Fig. 1: nets reached from selected ports
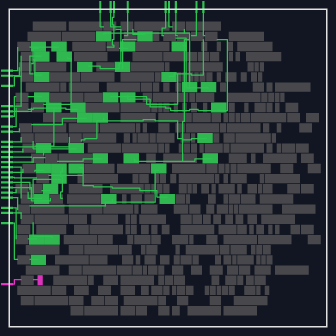
Fig. 2: wiring by layer
Scale bar: 20 microns.
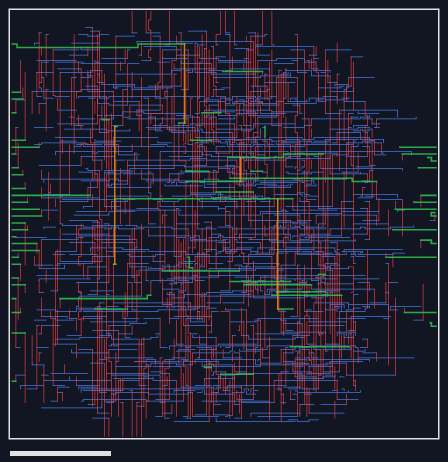
Fig. 3: clock wiring as the flow saved it
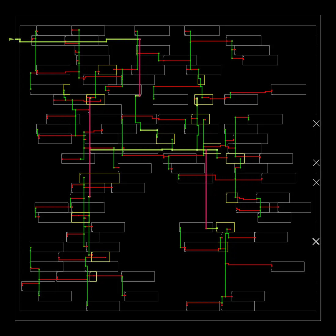
Fig. 4: sizing map
Scale bar: 20 microns.
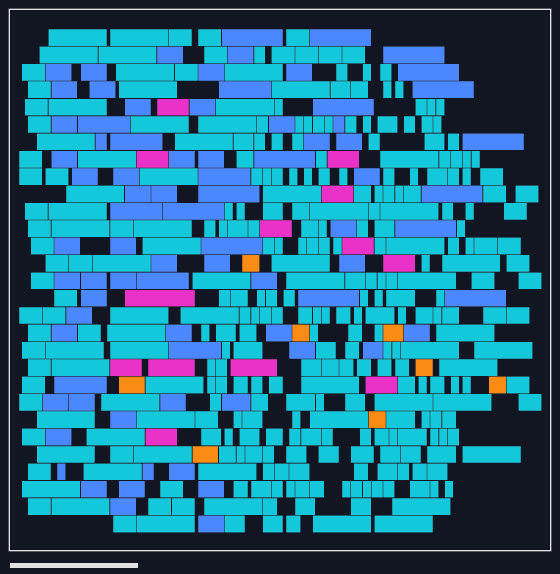
Fig. 5: sequential cells grouped by signal name
Scale bar: 20 microns.
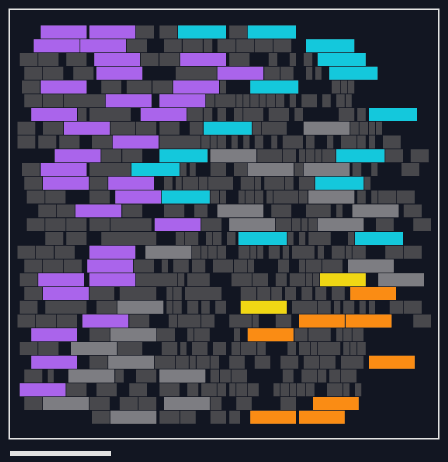
Design prbs_pattern_gen, sky130hd; sources not shown.
==> run notes <==
Notes on the physical implementation.

- The run finished, with violations left.
- The checks that failed: DRC.
- The tapcell count is 77, for reference.
- The number of non-clock inverters is 15, for reference.
- The gate count after technology mapping is 363, for reference.
- The post-route netlist has 24.0% of its cells at a drive strength greater than 1.
- The share of the Yosys chip area taken by registers is 49.0%.
- The worst ir drop on vdd is 0.313 mV, for reference.
- In this run, synthesis inferred 0 flip-flops with an integrated enable.
- Counting flops and latches in the post-synthesis netlist gives 78.
- The leakage power is 0.00204 uW, for reference.
- The multi-input logic area is 0.00191 sq mm, for reference.
- The most used flip-flop cell after synthesis is sky130_fd_sc_hd__dfrtp_1, for reference.
- The post-layout period usage of the worst path is 64.8%, for reference.
- The global route stage reports its total congestion overflow as 0.
- The number of levels in the clock H-tree is 3, for reference.
- The mean instance size in the synthesized netlist is 11.1 sq um, for reference.
- Post-CTS repair changed the size of 0 cells.
- The cell depth of the worst min-delay path is 2, for reference.
- The core utilization at floorplan is 62.3%, for reference.
- STA classifies the critical path startpoint as an input pin.
- The largest area contributor in the netlist is sky130_fd_sc_hd__dfrtp_1, for reference.
- The number of standard cells in the final layout excluding fillers is 494, for reference.
- For this block, wires on met1 add up to 3.97 mm.
- In this run, the synthesized area fraction spent on AND-OR/OR-AND gates is recorded as 9.61%.
- Setup repair after global routing left no endpoint under its margin.
- Row generation in the floorplan step produced 29 rows.
- The area fraction in mux cells is 18.5%, for reference.
- The most used standard cell by instance count after synthesis is sky130_fd_sc_hd__dfrtp_1, for reference.
- The count of final max-slew check failures is 0, for reference.
- The clock network contribution to total cell area is 4.13%, for reference.
- The layer with the highest usage is met2, for reference.
- The transition time recorded at the tightest slew-check pin is 0.593 ns.
- The largest buffer count on any clock path is 2, for reference.
- Per the OpenROAD floorplan log, the area of the die is 0.00715 sq mm.
- Leaving out fill and tap cells, the most frequent cells in the layout are sky130_fd_sc_hd__dfrtp_1, sky130_fd_sc_hd__clkdlybuf4s50_1, sky130_fd_sc_hd__mux2_2.
- The clock transition time at the flip-flop clock pins of the worst setup and hold paths is 0.08 ns, for reference.
- After legalization and detailed placement, the total HPWL measured 5.80 mm.
- Headroom to the max-slew limit came out at 60.5%.
- Yosys printed 0 warnings.
- The number of logic stages on the critical path including buffering is 7, for reference.
- The most critical hold endpoint after final layout shows a slack of 0.467 ns.
- The number of cell instances on the worst register-to-register path is 6, for reference.
- Setup slack on the worst reg-to-reg path comes out at 1.40 ns.
- The sum of negative setup slack is 0 ns, for reference.
- The first global-routing pass estimated 14.4 mm of wire.
- The path type of the worst setup path is in -> reg, for reference.
- The count of fill cells added during filler insertion is 429, for reference.
- The number of flip-flops under the largest register name is 32, for reference.
- The area fraction in full adders, half adders and majority gates is 2.18%, for reference.
- The number of cells in Yosys stat is 363, for reference.
- The met1 track demand over resource in global routing is 39.0%, for reference.
- In this run the cell area of the synthesized design comes to 0.00402 sq mm.
- The number of nets with antenna violations after routing is 0, for reference.
- The via count of the first global-routing pass is 2889, for reference.
- The count of tool warnings is 29, for reference.
- The data required time at the worst endpoint is 3.97 ns, for reference.
- The number of buffer and inverter stages on the critical path is 2, for reference.
- Counting the clock-network buffers in the layout gives 10.
- The most frequent cell on the critical path is sky130_fd_sc_hd__a21oi_1, for reference.
- The floorplan step defined a core boundary enclosing 0.00646 sq mm.
- For this run, global-route usage on met3 was measured as 4.52%.
- After synthesis, the chip area reported by Yosys is 0.00402 sq mm.
- In this run the horizontal extent of the chip is 84.6 microns.
- In this run the post-CTS setup repair buffer count came out at 0.
- In this run the vertical extent of the chip is 84.6 microns.
- Buffers inserted to repair hold after CTS numbered 0.
- The highest clock frequency the design can meet is 0.417 GHz, for reference.
- The async set or reset register ratio after synthesis is 100%, for reference.
- On the critical path the data arrives at 2.67 ns.
- The power per cell area is 558 mW/mm^2, for reference.
- The met2 wire length is 3.89 mm, for reference.
- Broken down by cell family, the worst path's largest delay share belongs to simple AND/OR/NAND/NOR gates.
- The script logs the ratio of routed vias to standard cells as 5.90.
- Per the synthesis report, the XOR/XNOR share of the synthesized area is 5.01%.
- The highest metal layer with signal wires is met4, for reference.
- The kind of end point of the critical path is a register, for reference.
- The time the worst path needs with I/O delays and setup is 2.40 ns, for reference.
- The iteration count of the initial detailed-routing pass is 6, for reference.
- Detailed routing placed a total of 425 microns of wire on met3.
- The number of placed instances with taps included is 478, for reference.
- The portion of the layout cell area used by non-clock buffers is 12.3%, for reference.
- Per the log, the first TritonRoute iteration ended with a DRC count of 216.
- The worst min-delay path category is reg -> reg, for reference.
- The worst-path cell with the longest stage delay is sky130_fd_sc_hd__or4_4, for reference.
- Per the timing report, the biggest fanout along the worst path comes to 30.
- The number of sequential storage elements is 78, for reference.
- The total number of nets in the final design is 463, for reference.
- The number of different library cells in the post-synthesis netlist is 44, for reference.
- The detailed-route DRC error count is 9, for reference.
- The timing report gives the biggest stage delay along the critical path as 0.61 ns.
- The power consumption is 2690 uW, for reference.
- Counting the buffers created by CTS gives 9.
- The number of antenna diodes is 0, for reference.
- The clock tree root buffer cell is sky130_fd_sc_hd__clkbuf_8, for reference.
- For reference, the critical path cell chain is clkdlybuf4s50_1, or4_4, o31ai_2, a21oi_1, buf_4, nor3_1, a21oi_1.
- The initial antenna violation count came to 0.
- The logic share of the area is 39.6%, for reference.
- Ranked by total area, the top cell class in this layout is sequential cells.
- The main area contributors are sky130_fd_sc_hd__dfrtp_1, sky130_fd_sc_hd__mux2_2, sky130_fd_sc_hd__dfstp_2.
- The largest net degree at the start of global routing is 57, for reference.
- The area fraction of the dominant cell type after synthesis is 39.2%, for reference.
- The report counts max-capacitance violations totalling 0.
- Yosys reports that the most numerous cell types are sky130_fd_sc_hd__dfrtp_1, sky130_fd_sc_hd__mux2_2, sky130_fd_sc_hd__nand2_1.
- The number of endpoints with negative hold slack in the final report is 0, for reference.
- TritonCTS built the clock tree.
- For this run, global-route usage on met2 was measured as 39.2%.
- When the netlist entered floorplanning its net count stood at 414.
- In the final report, the number of endpoints failing setup comes to 0.
- The final weighted congestion recorded by global placement is 0.813.
- The synthesized netlist devotes 12.1% of its cell area to simple gates.
- The number of multi-input logic gates is 249, for reference.
- The most common logic cell in the routed design is sky130_fd_sc_hd__dfrtp_1, for reference.
- The dominant kind of combinational cell is multiplexers, for reference.
-- Fig. 1 (at the start) --
rst: shown in magenta, bits 1, direction input, edge left, end cells 1, buffers 1, wire 5.10 microns. pattern: shown in green, bits 32, direction input, edge 23 left, 9 top, end cells 40, buffers 32, wire 803 microns.
count of buffers inserted at the top-level ports: 54
number of placed I/O pins: 55

-- Fig. 2 (at the start) --
met2: shown in red, wire length 3890 microns. met3: shown in green, wire length 426 microns. met4: shown in orange, wire length 69.4 microns. met1: shown in blue, wire length 3970 microns.
drt wl/cell: 16.9 microns
GRT Resource Usage Total: 26.9%
count of vias placed by the detailed router: 2913
Routed WL: 8.35 mm

-- Fig. 3 (at the start) --
clk sink count: 78
clock latency at the later pin of the worst-skew pair: 0.35 ns
skew final: 0.0118 ns

-- Fig. 4 (at the start) --
drive 2: shown in blue, cells 79. drive 1 or less: shown in cyan, cells 317. drive 6 and up: shown in magenta, cells 13. drive 3 to 4: shown in orange, cells 8.
relative area change from synthesis to final layout: 19.8%
layout buffer count excluding clock buffers: 59

-- Fig. 5 (at the start) --
rep_cnt_q: shown in orange, flops 8, where bottom right. lfsr_q: shown in cyan, flops 15. state_q: shown in yellow, flops 2. pat_q: shown in purple, flops 32.
Another 21 sequential cells are not colored.
utilization after layout: 74.6%
sequential cell area in the final layout: 0.00197 sq mm
sequential power: 1230 uW
sequential fraction of total cell area: 40.9%

-- stage by stage --
stage          instance area (sq um)  worst slack (ns)  utilization [%]
3_3_place_gp                    4620             0.989             71.5
3_5_place_dp                    4620             0.931             71.5
2_1_floorplan                   4020             0.990                -
4_1_cts                         4820              1.30             74.6
6_report                        4820              1.30             74.6
5_1_grt                         4820              1.17             74.6
-- power breakdown --
| group | internal (uW) | switching [uW] |
|---|---|---|
| clock network | 328 | 314 |
| logic | 402 | 416 |
| registers | 1070 | 160 |
| total | 1800 | 890 |
-- worst min-delay path, stage by stage, from the launching register on --
cell and delay, ns:
sky130_fd_sc_hd__dfstp_2 0.38, sky130_fd_sc_hd__inv_1 0.04, sky130_fd_sc_hd__a21oi_1 0.05
No activity file was given, so power comes from the tool's default toggle rates.
